File: src/rtl/float_adder_e4m3.sv
// rtl/float_adder_e4m3.sv - multi-cycle FP8 E4M3 adder; define E4M3_SAT_EN for saturating overflow
module float_adder_e4m3 (
  input  logic       clock,
  input  logic       reset,
  input  logic [7:0] a,
  input  logic [7:0] b,
  output logic [7:0] y,
  output logic       is_output_valid
);

  localparam int EXP_W = 4;
  localparam int MAN_W = 3;
  localparam int BIAS  = 7;
  // Largest exponent field; mantissa all-ones there is NaN, not a number
  localparam logic [EXP_W:0] EXP_MAX = (EXP_W + 1)'(2 * BIAS + 1);

  typedef enum logic [2:0] {LOAD, ALIGN, ADD, NORM, DONE} state_t;

  state_t state, state_next;

  // Operand X always holds the larger magnitude so the subtraction never goes negative
  logic             sx, sy;
  logic [EXP_W-1:0] ex, ey;
  logic [MAN_W:0]   mx, my;
  logic             nan_r;
  logic [6:0]       mx_al, my_al;   // {hidden, mantissa, guard, round, sticky}
  logic [7:0]       sum;            // carry bit on top

  // Unpack helpers: subnormals use effective exponent 1 and hidden bit 0
  logic             swap;
  logic [EXP_W-1:0] ea_eff, eb_eff;
  logic [MAN_W:0]   ma, mb;

  // LOAD-stage unpack and magnitude compare (bit pattern order equals magnitude order)
  always_comb begin
    swap   = b[6:0] > a[6:0];
    ea_eff = (a[6:3] == '0) ? 4'd1 : a[6:3];
    eb_eff = (b[6:3] == '0) ? 4'd1 : b[6:3];
    ma     = {a[6:3] != '0, a[2:0]};
    mb     = {b[6:3] != '0, b[2:0]};
  end

  logic [EXP_W-1:0] diff;
  logic [13:0]      wide;
  logic [6:0]       aligned;

  // ALIGN-stage shifter: bits falling off the bottom are folded into the sticky bit
  always_comb begin
    diff = ex - ey;
    wide = {my, 3'b000, 7'b0000000} >> diff;
    if (diff >= 4'd7) aligned = {6'b000000, |my};
    else              aligned = {wide[13:8], wide[7] | (|wide[6:0])};
  end

  logic [6:0]       nrm;
  logic [EXP_W:0]   e_n, ef;
  logic             rnd, ovf;
  logic [MAN_W+1:0] mant5;
  logic [MAN_W-1:0] frac;
  logic [7:0]       y_next;

  // NORM-stage normalise, round-to-nearest-even, and special-case selection
  always_comb begin
    if (sum[7]) begin
      nrm = {sum[7:2], |sum[1:0]};
      e_n = {1'b0, ex} + 5'd1;
    end else begin
      nrm = sum[6:0];
      e_n = {1'b0, ex};
    end
    // Left shift stops at exponent 1, which leaves a subnormal result
    for (int i = 0; i < 6; i++) begin
      if (!nrm[6] && e_n > 5'd1) begin
        nrm = nrm << 1;
        e_n = e_n - 5'd1;
      end
    end
    rnd   = nrm[2] & (nrm[3] | nrm[1] | nrm[0]);
    mant5 = {1'b0, nrm[6:3]} + {4'b0000, rnd};
    if (mant5[4]) begin
      ef   = e_n + 5'd1;
      frac = '0;
    end else begin
      ef   = mant5[3] ? e_n : 5'd0;
      frac = mant5[2:0];
    end
    ovf = (ef > EXP_MAX) || (ef == EXP_MAX && frac == 3'b111);
    if (nan_r)          y_next = 8'h7F;
    else if (sum == '0) y_next = {sx & sy, 7'h00};
    else if (ovf) begin
`ifdef E4M3_SAT_EN
      y_next = {sx, 7'h7E};
`else
      y_next = 8'h7F;
`endif
    end else            y_next = {sx, ef[3:0], frac};
  end

  // Next-state: one stage per clock, DONE holds until reset
  always_comb begin
    state_next = state;
    case (state)
      LOAD:    state_next = ALIGN;
      ALIGN:   state_next = ADD;
      ADD:     state_next = NORM;
      NORM:    state_next = DONE;
      default: state_next = DONE;
    endcase
  end

  // State, pipeline registers and registered result
  always_ff @(posedge clock) begin
    if (reset) begin
      state           <= LOAD;
      y               <= 8'h00;
      is_output_valid <= 1'b0;
    end else begin
      state <= state_next;
      case (state)
        LOAD: begin
          sx    <= swap ? b[7] : a[7];
          sy    <= swap ? a[7] : b[7];
          ex    <= swap ? eb_eff : ea_eff;
          ey    <= swap ? ea_eff : eb_eff;
          mx    <= swap ? mb : ma;
          my    <= swap ? ma : mb;
          nan_r <= (&a[6:0]) | (&b[6:0]);
        end
        ALIGN: begin
          mx_al <= {mx, 3'b000};
          my_al <= aligned;
        end
        ADD: begin
          if (sx == sy) sum <= {1'b0, mx_al} + {1'b0, my_al};
          else          sum <= {1'b0, mx_al} - {1'b0, my_al};
        end
        NORM: begin
          y               <= y_next;
          is_output_valid <= 1'b1;
        end
        default: ;
      endcase
    end
  end

endmodule

File: config.mk
export PLATFORM = sky130hd
export DESIGN_NAME = float_adder_e4m3
export DESIGN_NICKNAME = d
export VERILOG_FILES = /design/src/rtl/float_adder_e4m3.sv
export SDC_FILE = /design/constraint.sdc
export NUM_CORES = 1
export LEC_CHECK = 0
export CAP_MARGIN = 5
export CORE_MARGIN = 4
export CORE_UTILIZATION = 55
export CTS_CLUSTER_SIZE = 20
export DETAILED_ROUTE_END_ITERATION = 16
export PLACE_DENSITY = 0.77
export SETUP_SLACK_MARGIN = 0.5
export SKIP_LAST_GASP = 1
export SYNTH_ARGS = -nofsm -noshare
export SYNTH_HDL_FRONTEND = slang
export SYNTH_SLANG_ARGS = --single-unit
File: constraint.sdc
create_clock -name clock -period 11.95 [get_ports clock]
set_clock_uncertainty 0.1 [all_clocks]
set_input_delay 1.7925 -clock clock [delete_from_list [all_inputs] [get_ports clock]]
set_output_delay 1.7925 -clock clock [all_outputs]
set_load 0.1 [all_outputs]
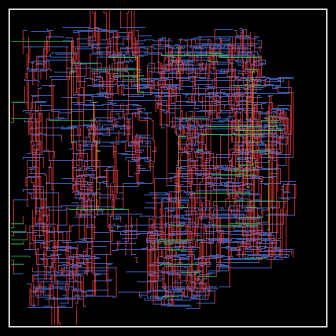
Fig. 1. Metal layers overlaid (run 1).
layer	colour	wire length
met3	green	498 um
met1	blue	5580 um
met2	red	6190 um
met4	orange	234 um

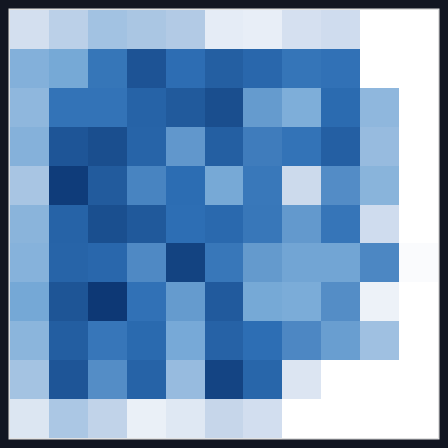
Fig. 2. Local utilization (run 1).
The die is cut into 11 by 11 equal tiles; white is low, dark blue is high, 0 to 100% covered.
fullest tile	97%
nearly empty tiles	14%
tiles over 75% full	29%
emptiest ninth of the die	bottom right

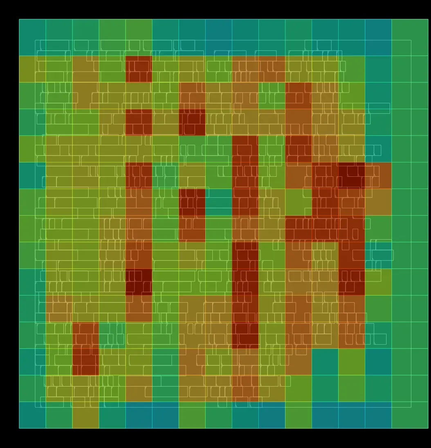
Fig. 3. Congestion heat map (run 1).
detailed-route wire length per cell: 16.5 um
overall routing resource usage: 0.224

==> run 1: power by group through the flow <==
stage	Clock, uW	Combinational [uW]	Sequential, uW
floorplan	0	254	230
global placement	0	327	223
detailed placement	0	332	223
CTS	123	334	219
global route	128	377	220
finish	120	343	218
==> run 1: kinds of logic (layout without fill, tap and decap cells) <==
| logic type | count (synthesis) | count (layout) | share of synthesized area |
|---|---|---|---|
| buf+inv | 57 | 75 | 0.0504 |
| compound gates | 210 | 210 | 0.306 |
| flops | 50 | 50 | 0.261 |
| xor+xnor | 21 | 21 | 0.0348 |
| fa+ha+maj | 33 | 33 | 0.0809 |
| mux | 28 | 28 | 0.0584 |
| simple gates | 212 | 212 | 0.208 |
==> run 1: registers in the layout, indices dropped and copies added, names as in the netlist <==
name             cells
my_al                7
mx_al                4
y                    8
state                3
mx                   4
sy                   1
nan_r                1
my                   4
sum                  8
ey                   4
is_output_valid      1
ex                   4
sx                   1
==> run 1: Yosys cell counts (5+ instances only) <==
cell type	number
sky130_fd_sc_hd__nor2_1	50
sky130_fd_sc_hd__nand2_1	47
sky130_fd_sc_hd__edfxtp_1	38
sky130_fd_sc_hd__inv_1	35
sky130_fd_sc_hd__a21oi_1	34
sky130_fd_sc_hd__o21ai_0	33
sky130_fd_sc_hd__ha_1	31
sky130_fd_sc_hd__nor3_1	25
sky130_fd_sc_hd__a211oi_1	17
sky130_fd_sc_hd__nand3_1	16
sky130_fd_sc_hd__mux2i_1	13
sky130_fd_sc_hd__xnor2_1	13
sky130_fd_sc_hd__dfxtp_1	12
sky130_fd_sc_hd__mux2_2	12
sky130_fd_sc_hd__a31oi_1	11
sky130_fd_sc_hd__a21o_1	10
sky130_fd_sc_hd__nand2b_1	9
sky130_fd_sc_hd__o211ai_1	9
sky130_fd_sc_hd__o21ai_1	9
sky130_fd_sc_hd__a211o_1	8
sky130_fd_sc_hd__and2_1	8
sky130_fd_sc_hd__clkbuf_1	8
sky130_fd_sc_hd__nor2b_1	8
sky130_fd_sc_hd__xor2_1	8
sky130_fd_sc_hd__nor4_1	7
sky130_fd_sc_hd__or2_2	7
sky130_fd_sc_hd__buf_2	6
sky130_fd_sc_hd__nand4_1	6
sky130_fd_sc_hd__a211oi_2	5
sky130_fd_sc_hd__buf_6	5
sky130_fd_sc_hd__o31ai_1	5
==> run 1: cell type report <==
| cell class | instances | area share |
|---|---|---|
| Sequential cell | 50 | 0.239 |
| Multi-Input combinational cell | 504 | 0.638 |
| Clock buffer | 5 | 0.0119 |
| Inverter | 36 | 0.0234 |
| Clock inverter | 3 | 0.00759 |
| Tap cell | 129 | 0.0280 |
| Timing Repair Buffer | 31 | 0.0522 |
==> run 1: path summary, 6_finish.rpt <==
path              startpoint  cells after the start  slack, ns  endpoint
hold / removal         mx[1]                      0       0.32  mx_al[4]
setup / recovery       ex[0]                     43       1.31      y[2]
hold reg to reg        mx[1]                      0       0.32  mx_al[4]
setup reg to reg       ex[0]                     43       1.31      y[2]
==> run 1: layer usage <==
layer,GRT usage,routed length [um],up-vias
met3,0.0231,498,22
met5,0,0,-
li1,-,-,2381
met4,0.0592,234,0
met1,0.289,5580,2261
met2,0.398,6190,130
==> impl_metrics.csv, run 1 <==
group,metric,value,unit
status,run_status,"completed",
detailed_routing,vias,4794,
detailed_routing,detailed_routing_iteration_count_for_the_pre_antenna_repair_pass,5,
floorplanning,io_pins,27,
power,p_sw,282,uW
floorplanning,chipWidth,106,um
yosys,ys.warnings.count,0,
yosys,syn_nets,662,
yosys,netlist_cell_types,94,
clock_network,htreeDepth,2,
yosys,edf_count,38,
clock_network,cts_hold_buffers,0,
critical_path,cp.buffers_inverters,6,
cells_and_area,fillerInstances,798,
global_route,grt-ovfl-total,0,
clock_network,cts_resized,0,
yosys,yosys_reported_design_area_after_synthesis,5290,um^2
critical_path,crit_path_max_fanout,16,
clock_network,cts_tree,"built",
yosys,ys_top_cells_by_area,"sky130_fd_sc_hd__edfxtp_1, sky130_fd_sc_hd__ha_1, sky130_fd_sc_hd__dfxtp_1",
detailed_routing,post-route-drc-count,0,
placement,placed_area,5610,um^2
detailed_routing,detail-route-antenna-nets,0,
detailed_routing,first_iter_violations,223,
global_route,grt_start_max_net_pins,30,
clock_network,clock_root_buffer,"sky130_fd_sc_hd__clkbuf_8",
global_route,vias_in_the_first_global_route,4436,
power,fin_total_pwr,681,uW
cells_and_area,antennaDiodeCount,0,
critical_path,worst_setup_path_end_kind,"flop",
critical_path,delay_of_the_slowest_cell_on_the_worst_path,0.56,ns
critical_path,timing.critical_path.arrival,10.77,ns
cells_and_area,design.final.nets,679,
yosys,flop_cell,"sky130_fd_sc_hd__edfxtp_1",
sta,setup_viol_count_final,0,
sta,fin_setup_tns,0,ns
placement,placed_cells,747,
cells_and_area,area_added_between_synthesis_and_finish,9.13,%
job,drv.max_cap_violation_count,0,
cells_and_area,final_layout_size_suffix_gt1_frac,0.122,
yosys,synthesis.area,5290,um^2
yosys,synth_area_per_cell,8.66,um^2
cells_and_area,logic_area,3680,um^2
critical_path,worst_ep_required_time,12.07,ns
yosys,netlist.area_leader.share,0.216,
critical_path,worst_setup_path_start_kind,"flop",
detailed_routing,drt_wl_total,12500,um
critical_path,worstSetupPathType,"flop to flop",
power,pwr-share-clk,0.177,
yosys,ys.flops,50,
floorplanning,die_h,106,um
clock_network,numClockSinks,50,
yosys,synthArstFlopShare,0,
floorplanning,floorplan.rows,35,
sta,max_freq,94.0,MHz
floorplanning,coreArea,9280,um^2
clock_network,clk_transition_reported_paths,0.10,ns
detailed_routing,avgViaCountPerCell,6.32,
power,p_sw_frac,0.414,
cells_and_area,layout_top_cells,"sky130_fd_sc_hd__nor2_1, sky130_fd_sc_hd__nand2_1, sky130_fd_sc_hd__edfxtp_1",
sta,worst-slew-pin-transition,1.12,ns
critical_path,critical_path.top_delay_family,"AND-OR/OR-AND gates",
yosys,synthCells,611,
sta,timing_max_transition_violations_final,0,
cells_and_area,seqCellArea,1380,um^2
clock_network,clk_buf_depth,2,
sta,setup_repair_after_global_routing_missed_its_margin,"false",
critical_path,worst_path_max_delay_cell,"sky130_fd_sc_hd__edfxtp_1",
power,vdd_ir_drop_max,0.161,mV
global_route,antenna_found_initial,0,
yosys,post-synth-top-area-cell,"sky130_fd_sc_hd__edfxtp_1",
placement,dpl.hpwl,9830,um
critical_path,crit_top_cell,"sky130_fd_sc_hd__ha_1",
cells_and_area,final_util,0.622,
sta,layout_setup_ws,1.31,ns
sta,finalClockPeriodUsage,0.891,
power,pwr-share-seq,0.320,
global_route,grt_pass1_wl,21000,um
power,leakage_power_summed_over_all_cells,0.00210,uW
placement,placement.setup.worst_slack,0.665,ns
sta,period_minus_slack,10.64,ns
min_path,worstHoldPathType,"flop to flop",
floorplanning,die_outline_area,11200,um^2
sta,hold-worst-slack,0.318,ns
Fig. 4: run 1, the metal 2 layer
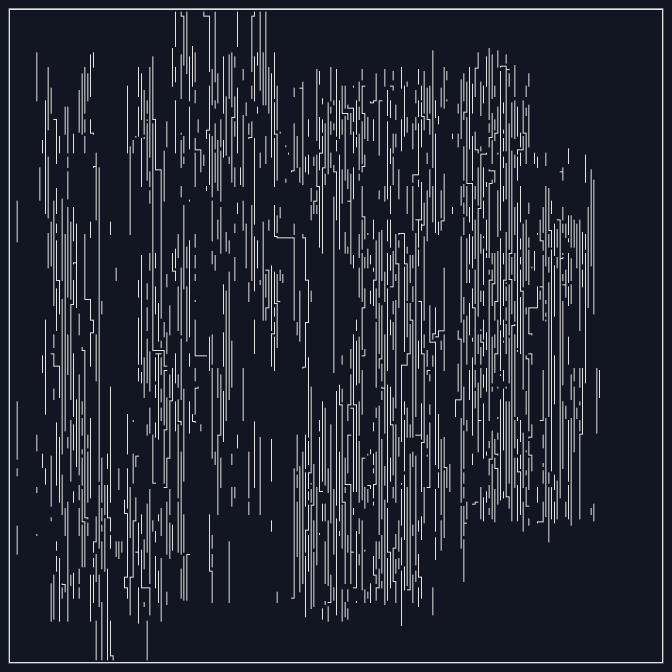

==> run 1 -> run 2 <==
GPL_ROUTABILITY_DRIVEN = 0   (was unset)
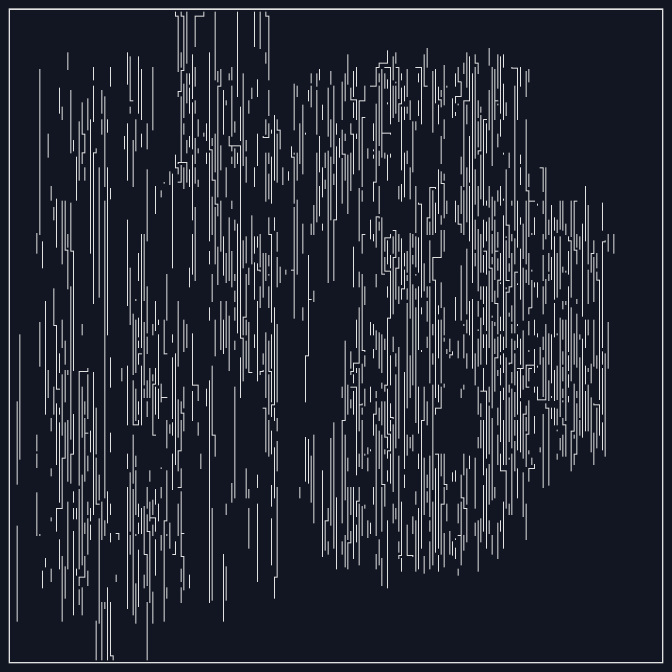
Fig. 5. The metal 2 layer (run 2).
nets with wire on the layer	607
wire length on this layer	5910 um
main direction	vertical
share of all routed wire	49%
longest straight run	48.3 um
overall routed net length: 12200 um
overall via count from detail_route: 4891
Global Route met2 Usage: 0.387

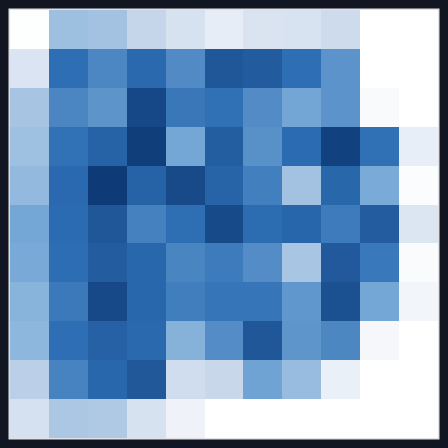
Fig. 6. Local utilization (run 2).
The die is cut into 11 by 11 equal tiles; white is low, dark blue is high, 0 to 100% covered.
mean over tiles	50%
fullest tile	96%
tiles over 75% full	28%
emptiest ninth of the die	bottom right

==> impl_metrics.csv, run 2 <==
group,metric,value,unit
critical_path,timing.critical_path.arrival,10.79,ns
job,warning_count,32,
sta,setup_repair_after_global_routing_missed_its_margin,"false",
floorplanning,initCoreUtil,0.570,
detailed_routing,post-route-drc-count,0,
clock_network,cts_tree,"built",
clock_network,cts_hold_buffers,0,
detailed_routing,detailed_routing_iteration_count_for_the_pre_antenna_repair_pass,5,
yosys,ys_cells,611,
critical_path,worst_ep_required_time,12.07,ns
placement,dpl.hpwl,9580,um
cells_and_area,area_added_between_synthesis_and_finish,9.18,%
global_route,grt_start_max_net_pins,30,
sta,hold_violations,0,
critical_path,worstSetupPathType,"flop to flop",
clock_network,htreeDepth,2,
global_route,globalRouteTotalUtil,0.221,
yosys,yosys_reported_design_area_after_synthesis,5290,um^2
critical_path,r2r.worst_path.cells,42,
yosys,syn_nets,662,
placement,placement.io_buffers,26,
clock_network,clock_root_buffer,"sky130_fd_sc_hd__clkbuf_8",
sta,max-slew-margin-rel,0.237,
yosys,ys_top_cells_by_area,"sky130_fd_sc_hd__edfxtp_1, sky130_fd_sc_hd__ha_1, sky130_fd_sc_hd__dfxtp_1",
critical_path,r2r_setup_slack,1.27,ns
detailed_routing,avgViaCountPerCell,6.43,
yosys,ys.warnings.count,0,
detailed_routing,wire_per_inst,16.0,um
min_path,holdPathEnd,"mx_al[6]",
cells_and_area,design.final.nets,682,
yosys,netlist_cell_types,94,
yosys,flop_cell,"sky130_fd_sc_hd__edfxtp_1",
power,leakage_power_summed_over_all_cells,0.00210,uW
floorplanning,die_h,106,um
critical_path,cp.buffers_inverters,5,
floorplanning,chipWidth,106,um
cells_and_area,final_util,0.622,
cells_and_area,top_registers,"sum (8), y (8), my_al (7)",
yosys,synth.yosys.seq_area_share,0.261,
critical_path,delay_of_the_slowest_cell_on_the_worst_path,0.65,ns
status,run_status,"completed",
cells_and_area,antennaDiodeCount,0,
cells_and_area,final_layout_size_suffix_gt1_frac,0.125,
sta,hold-worst-slack,0.326,ns
clock_network,clk_latency,0.31,ns
clock_network,clk_transition_reported_paths,0.10,ns
global_route,antenna_found_initial,0,
yosys,synth_top_cell_by_count,"sky130_fd_sc_hd__nor2_1",
critical_path,worst_setup_path_start_kind,"flop",
min_path,hold_start,"mx[3]",
yosys,post-synth-top-area-cell,"sky130_fd_sc_hd__edfxtp_1",
yosys,edf_count,38,
cells_and_area,mostFrequentLayoutCell,"sky130_fd_sc_hd__nor2_1",
min_path,min_path_cells,0,
detailed_routing,first_iter_violations,218,
global_route,grt_pass1_wl,21100,um
clock_network,clk_buf_depth,2,
detailed_routing,detail-route-antenna-nets,0,
sta,timing_max_transition_violations_final,0,
yosys,synthArstFlopShare,0,
floorplanning,die_outline_area,11200,um^2
yosys,ys.flops,50,
critical_path,worst_setup_path_end_kind,"flop",
sta,worst-slew-pin-transition,1.14,ns
yosys,synth_area_per_cell,8.66,um^2
yosys,netlist.area_leader.share,0.216,
critical_path,crit-reg2reg-capture,"y[2]",
floorplanning,coreArea,9280,um^2
power,power_density,115,nW/um^2
sta,finalClockPeriodUsage,0.893,
yosys,synthCells,611,
critical_path,worst_path_max_delay_cell,"sky130_fd_sc_hd__edfxtp_1",
sta,setup_viol_count_final,0,
critical_path,path_depth,42,
critical_path,critical_path.top_delay_family,"AND-OR/OR-AND gates",
global_route,vias_in_the_first_global_route,4561,
critical_path,rr_startpoint,"sum[7]",
critical_path,crit_path_max_fanout,16,
min_path,worstHoldPathType,"flop to flop",
power,vdd_ir_drop_max,0.108,mV
power,fin_total_pwr,663,uW
sta,max_freq,93.7,MHz
sta,period_minus_slack,10.68,ns
yosys,synth.top_cells.by_count,"sky130_fd_sc_hd__nor2_1, sky130_fd_sc_hd__nand2_1, sky130_fd_sc_hd__edfxtp_1",
sta,fin_setup_tns,0,ns
clock_network,cts_buffers,5,
floorplanning,floorplan.rows,35,
cells_and_area,layout_top_cells,"sky130_fd_sc_hd__nor2_1, sky130_fd_sc_hd__nand2_1, sky130_fd_sc_hd__edfxtp_1",
floorplanning,io_pins,27,
job,drv.max_cap_violation_count,0,
yosys,synthesis.area,5290,um^2
global_route,grt-ovfl-total,0,
critical_path,crit_top_cell,"sky130_fd_sc_hd__ha_1",
clock_network,numClockSinks,50,
[run 2: stage by stage]
stage	setup slack, ns	instance area [um^2]	cells
6_report	1.27	5770	761
5_1_grt	0.493	5770	761
4_1_cts	0.817	5710	755
3_5_place_dp	0.879	5610	747
3_3_place_gp	1.33	5610	747
2_1_floorplan	2.49	5290	611
[run 2: timing repair]
action,in CTS,in global routing
setup buffers,0,6
resized,0,5
hold endpoints to repair,0,0
endpoints found under the setup margin,0,8
[run 2: worst register-to-register path, delay by kind of cell, from the launching register on]
kind / cells / cell delay [ns]
buffers and inverters: 5 / 0.41
AND/OR/NAND/NOR: 10 / 2.56
flip-flops: 1 / 0.65
multiplexers: 1 / 0.34
XOR/XNOR: 2 / 0.57
AND-OR/OR-AND: 17 / 4.26
adder cells (fa/ha/maj): 7 / 1.70
[run 2: kinds of logic after synthesis]
group	Yosys count	share of synthesized area
fa+ha+maj	33	0.0809
flops	50	0.261
buf+inv	57	0.0504
xor+xnor	21	0.0348
compound gates	210	0.306
simple gates	212	0.208
mux	28	0.0584
[run 2: per-layer routing]
metal | GRT usage | routed length (um)
met5 | 0 | 0
met4 | 0.0675 | 296
met3 | 0.0176 | 618
met2 | 0.387 | 5910
met1 | 0.290 | 5360
[run 2: worst max path at each step]
| stage | to | start | slack [ns] |
|---|---|---|---|
| 2_1_floorplan | y[7] | ex[1] | 2.49 |
| 3_3_place_gp | y[7] | sum[7] | 1.33 |
| 3_5_place_dp | y[7] | sum[7] | 0.88 |
| 4_1_cts | y[7] | sum[7] | 0.82 |
| 5_1_grt | y[2] | ex[1] | 0.49 |
| 6_report | y[2] | sum[7] | 1.27 |
[run 2: report_power, final]
part	switching (uW)	leakage, uW	internal, uW	total [uW]
logic	212	0.00161	130	343
clock network	59.1	0.0000502	43.4	103
registers	11.3	0.000447	207	218
total	283	0.00210	380	663
[run 2: cell type report]
class,instances,area [um^2]
multi-input combinational,504,3670
fill,832,3510
timing repair buffer,34,324
tap,129,161
inverter,36,135
sequential,50,1380
clock inverter,3,28.8
clock buffer,5,68.8
Fig. 7: run 2, congestion heat map
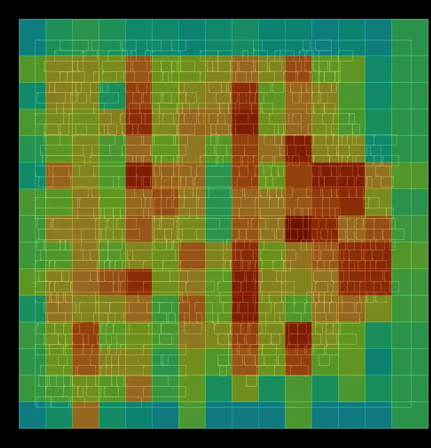

==> run 2 -> run 3 <==
CAP_MARGIN = 20   (was 5)
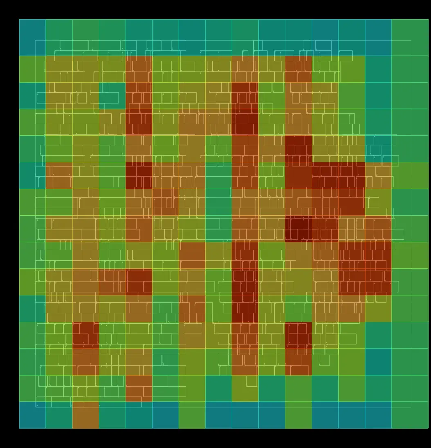
Fig. 8. Congestion heat map (run 3).
met1 Track Usage GR: 0.290
overall routing resource usage: 0.221
detailed-route wire length per cell: 16.0 um
Core Util, Final: 0.624
met3 GRT Util: 0.0176

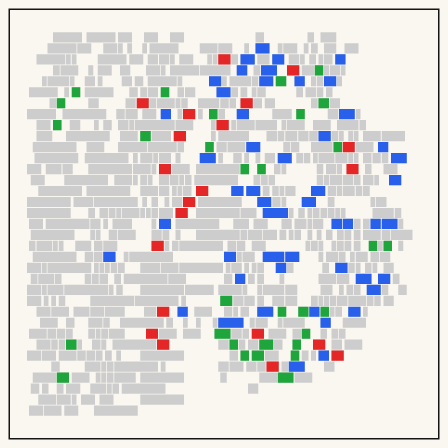
Fig. 9. Gate families picked out (run 3).
family	colour	cells
XOR/XNOR gates	red	21
AND-OR and OR-AND gates	blue	50
AND and OR gates	green	31

==> impl_metrics.csv, run 3 <==
group,metric,value,unit
critical_path,worst_setup_path_start_kind,"flop",
yosys,yosys_reported_design_area_after_synthesis,5290,um^2
cells_and_area,area_added_between_synthesis_and_finish,9.56,%
yosys,netlist.area_leader.share,0.216,
floorplanning,coreArea,9280,um^2
global_route,grt_start_max_net_pins,30,
cells_and_area,layout_top_cells,"sky130_fd_sc_hd__nor2_1, sky130_fd_sc_hd__nand2_1, sky130_fd_sc_hd__edfxtp_1",
floorplanning,chipWidth,106,um
critical_path,crit_top_cell,"sky130_fd_sc_hd__ha_1",
yosys,synthCells,611,
clock_network,cts_buffers,5,
floorplanning,io_pins,27,
sta,max-slew-margin-rel,0.325,
yosys,netlist_cell_types,94,
critical_path,crit_path_max_fanout,16,
sta,worst-slew-pin-transition,1.01,ns
min_path,hold_start,"mx[3]",
yosys,ys.flops,50,
floorplanning,floorplan.rows,35,
power,vdd_ir_drop_max,0.108,mV
min_path,min_path_cells,0,
critical_path,r2r_setup_slack,1.28,ns
detailed_routing,detail-route-antenna-nets,0,
floorplanning,initCoreUtil,0.570,
yosys,syn_nets,662,
yosys,ys_cells,611,
critical_path,worst_setup_path_end_kind,"flop",
clock_network,clock_root_buffer,"sky130_fd_sc_hd__clkbuf_8",
critical_path,rr_startpoint,"sum[7]",
floorplanning,die_outline_area,11200,um^2
status,run_status,"completed",
critical_path,r2r.worst_path.cells,42,
placement,placement.setup.worst_slack,0.879,ns
yosys,flop_cell,"sky130_fd_sc_hd__edfxtp_1",
floorplanning,die_h,106,um
placement,placed_cells,747,
sta,fin_setup_tns,0,ns
cells_and_area,top_registers,"sum (8), y (8), my_al (7)",
clock_network,clk_transition_reported_paths,0.10,ns
clock_network,cts_tree,"built",
critical_path,timing.critical_path.arrival,10.78,ns
yosys,ys_top_cells_by_area,"sky130_fd_sc_hd__edfxtp_1, sky130_fd_sc_hd__ha_1, sky130_fd_sc_hd__dfxtp_1",
sta,finalClockPeriodUsage,0.893,
yosys,synth_area_per_cell,8.66,um^2
yosys,edf_count,38,
sta,setup_viol_count_final,0,
detailed_routing,vias,4897,
cells_and_area,post_layout_nonfiller_instances,763,
critical_path,crit-reg2reg-capture,"y[2]",
sta,period_minus_slack,10.67,ns
global_route,vias_in_the_first_global_route,4561,
min_path,holdPathEnd,"mx_al[6]",
sta,timing_max_transition_violations_final,0,
yosys,post-synth-top-area-cell,"sky130_fd_sc_hd__edfxtp_1",
critical_path,delay_of_the_slowest_cell_on_the_worst_path,0.64,ns
sta,setup_repair_after_global_routing_missed_its_margin,"false",
cells_and_area,finalInstanceArea,5790,um^2
yosys,ys.warnings.count,0,
clock_network,htreeDepth,2,
clock_network,clk_latency,0.31,ns
clock_network,clk_buf_depth,2,
detailed_routing,post-route-drc-count,0,
power,power_density,115,nW/um^2
cells_and_area,mostFrequentLayoutCell,"sky130_fd_sc_hd__nor2_1",
placement,placed_area,5610,um^2
placement,placement.io_buffers,26,
critical_path,worstSetupPathType,"flop to flop",
global_route,grt_pass1_wl,21100,um
yosys,synthesis.area,5290,um^2
detailed_routing,drt_wl_total,12200,um
min_path,worstHoldPathType,"flop to flop",
critical_path,worst_ep_required_time,12.06,ns
job,warning_count,32,
yosys,synth.top_cells.by_count,"sky130_fd_sc_hd__nor2_1, sky130_fd_sc_hd__nand2_1, sky130_fd_sc_hd__edfxtp_1",
yosys,synth_top_cell_by_count,"sky130_fd_sc_hd__nor2_1",
detailed_routing,detailed_routing_iteration_count_for_the_pre_antenna_repair_pass,5,
sta,hold_violations,0,
yosys,synthArstFlopShare,0,
cells_and_area,design.final.nets,684,
detailed_routing,first_iter_violations,236,
global_route,antenna_found_initial,0,
yosys,synth.yosys.seq_area_share,0.261,
job,drv.max_cap_violation_count,0,
sta,layout_setup_ws,1.28,ns
sta,max_freq,93.7,MHz
global_route,grt-ovfl-total,0,
power,leakage_power_summed_over_all_cells,0.00212,uW
detailed_routing,avgViaCountPerCell,6.42,
clock_network,numClockSinks,50,
critical_path,worst_path_max_delay_cell,"sky130_fd_sc_hd__edfxtp_1",
cells_and_area,antennaDiodeCount,0,
cells_and_area,final_layout_size_suffix_gt1_frac,0.128,
placement,dpl.hpwl,9580,um
[run 3: how the worst max path moves through the flow]
stage	slack, ns	cells after the start	end	startpoint
after global routing	0.49	43	y[2]	ex[1]
after CTS	0.82	42	y[7]	sum[7]
after floorplan	2.49	48	y[7]	ex[1]
after detailed placement	0.88	42	y[7]	sum[7]
after global placement	1.33	42	y[7]	sum[7]
final	1.28	42	y[2]	sum[7]
[run 3: power breakdown]
part | total [uW] | switching, uW | internal (uW)
logic | 345 | 213 | 132
registers | 218 | 11.3 | 207
clock network | 103 | 59.2 | 43.4
total | 665 | 283 | 382
[run 3: through the flow]
step                hold slack [ns]  power, uW
floorplan                     0.300        484
global placement              0.306        545
detailed placement            0.305        552
CTS                           0.326        656
global route                  0.336        713
finish                        0.326        665
[run 3: critical path, delay by kind of cell, from the launching register on]
family	cells	cell delay, ns
compound gates	17	4.25
mux	1	0.33
buf+inv	5	0.40
fa+ha+maj	7	1.70
xor+xnor	2	0.57
simple gates	10	2.56
flops	1	0.64
[run 3: cell type report]
class                   count  area [um^2]
inverters                  36          135
well taps                 129          161
clock buffers               5         68.8
multi-input cells         504         3670
repair buffers             36          344
clock inverters             3         28.8
flip-flops and latches     50         1380
fillers                   829         3490
[run 3: what timing repair did]
item,CTS,global route
setup buffers,0,6
hold endpoints to repair,0,0
endpoints found under the setup margin,0,8
hold buffers,0,0
gates resized,0,4
[run 3: metal layers]
| layer | track usage | vias to the layer above | share of wire |
|---|---|---|---|
| li1 | - | 2393 | - |
| met3 | 0.0176 | 27 | 0.050 |
| met1 | 0.290 | 2316 | 0.44 |
| met5 | 0 | - | 0 |
| met2 | 0.387 | 161 | 0.48 |
| met4 | 0.0675 | 0 | 0.024 |
[run 3: kinds of logic after synthesis]
group,after synthesis,synth area share
AND/OR/NAND/NOR,212,0.208
buffers and inverters,57,0.0504
XOR/XNOR,21,0.0348
multiplexers,28,0.0584
adder cells (fa/ha/maj),33,0.0809
AND-OR/OR-AND,210,0.306
flip-flops,50,0.261
Power figures rest on the tool's default switching activity, not on a simulated workload.
